==> config.mk <==
export PLATFORM = sky130hd
export DESIGN_NAME = store_pack_unit_flat
export DESIGN_NICKNAME = d
export VERILOG_FILES = /design/src/rtl/store_pkg.sv /design/src/rtl/store_pack_unit_if.sv /design/src/rtl/store_lane_pack.sv /design/src/rtl/store_pack_unit.sv /design/src/flat_wrapper.sv
export SDC_FILE = /design/constraint.sdc
export NUM_CORES = 1
export LEC_CHECK = 0
export CAP_MARGIN = 40
export CORE_MARGIN = 3
export CORE_UTILIZATION = 53
export DETAILED_ROUTE_END_ITERATION = 8
export DONT_BUFFER_PORTS = 1
export HOLD_SLACK_MARGIN = 0.12
export PLACE_DENSITY = 0.74
export SYNTH_ARGS = -nofsm -noshare
export SYNTH_HDL_FRONTEND = slang
export SYNTH_SLANG_ARGS = --single-unit
==> constraint.sdc <==
create_clock -name clk -period 4.9 [get_ports clk]
set_input_delay 0.98 -clock clk [delete_from_list [all_inputs] [get_ports clk]]
set_output_delay 0.98 -clock clk [all_outputs]
set_load 0.01 [all_outputs]
layer_met3.png
Bar = 20 um.
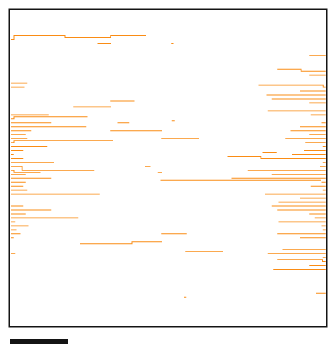
nets with wire on the layer: 85
wire length on this layer: 1080 um
grt met3 use: 8.96%
DR vias: 2431
final WL: 9380 um

layer_met2.png
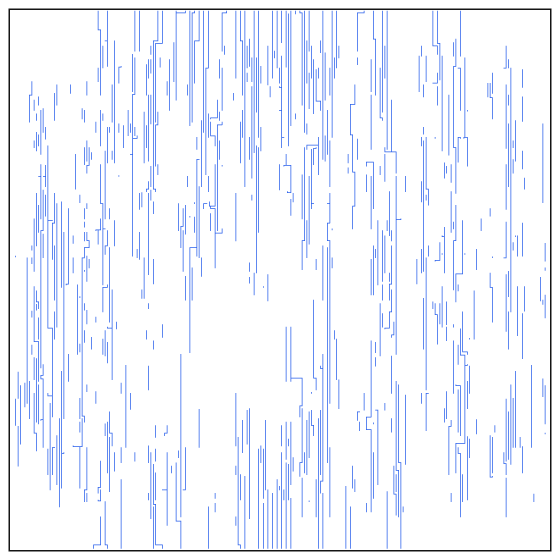
longest straight run: 49.0 um
nets with wire on the layer: 344
wire length on this layer: 4580 um
GR Util met2: 26.2%

clocks.png
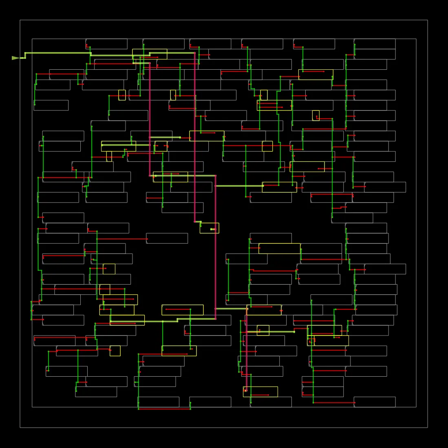
# clock sinks: 137
clk_buf instances: 19
Latency at later pin: 0.50 ns

layer_met1.png
Bar = 20 um. Cells faint in the background.
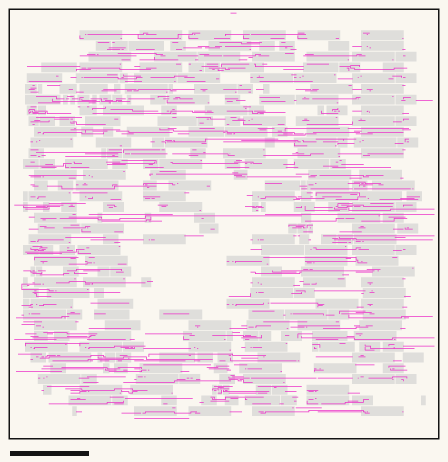
share of all routed wire: 38%
main direction: horizontal
routing usage on met1: 19.8%

==> metrics.csv <==
metric;value;unit
crit start category;flop;
Power Density;546;mW/mm^2
PortBufs;0;
mi-comb count;129;
post-route ant nets;0;
Switch Pwr;0.905;mW
distinct lib cells;23;
DR vias/cell;5.53;
family with the most delay on the worst path;flip-flops;
DP Wirelength;6270;um
final period utilization;59.0;%
post-route DRC violation count;0;
top cells by count;132 x edfxtp_1, 52 x mux2_2, 30 x mux2_4;
status;finished clean;
Seq. cell area;0.00409;sq mm
fraction of area in non-clock buffers;1.12;%
Worst-Margin Slew;0.588;ns
Antenna Cells;0;
GRT overflow;0;
Place WS;2.32;ns
fp util;55.5;%
slowest cell on the critical path;dfrtp_4;
slew margin rel.;60.7;%
Final Max Slew Viols;0;
Setup TNS Final;0;ns
Clock Path Buffers;2;
Critical Path Stages;2;
yosys synthesis chip area;0.00555;sq mm
Synth flops;137;
# resized after CTS;0;
setup violators final;0;
top_reg_cell synth;edfxtp_1;
design area;0.00625;sq mm
clk root buf;clkbuf_8;
fin util;62.5;%
die height;108;um
H-tree levels;4;
max_cap viols;0;
nonclk inv count;5;
critical path peak fanout;48;
Synth Area per Inst;19.6;sq um
Worst Hold Class;in -> async;
total power;3.41;mW
crit path cell chain;buf_16 > mux2_2;
Tool Warnings;26;
critical path arrival;1.91;ns
tap cells;133;
number of DRC markers in iteration 0;134;
Yosys Instances;284;
Crit Path Class;reg -> out;
Leading cell kind;registers;
Setup Buffers After CTS;0;
pin count of the biggest net entering global routing;49;
Critical Path End Type;output pin;
combinational power;0.740;mW
Synth warnings;0;
Top Consumer;registers;
internal power;2.51;mW
placed instance area;0.00570;sq mm
Buf+Inv Stages, Crit Path;1;
RSZ-0062 raised after global routing;false;
max reg flops;132;
## layer usage
metal / share of wire (%) / wire, um
met3: 11 / 1080
met1: 38 / 3560
met4: 1.7 / 161
met2: 49 / 4580
met5: 0 / 0
## per-stage QoR
stage,instances,hold slack [ns]
global route,440,0.237
CTS,440,0.233
global placement,407,0.530
finish,440,0.261
floorplan,286,0.461
detailed placement,409,0.541
## logic make-up after synthesis
| logic type | Yosys count | share of synthesized area [%] |
|---|---|---|
| and+or+nand+nor | 16 | 1.37 |
| xor gates and xnor gates | 4 | 0.631 |
| AOI/OAI and AO/OA | 13 | 1.40 |
| muxes | 90 | 20.1 |
| buffers and inverters | 20 | 2.30 |
| other | 2 | 0.135 |
| DFF | 137 | 73.6 |
| adders and majority gates | 2 | 0.450 |
No activity file was given, so power comes from the tool's default toggle rates.
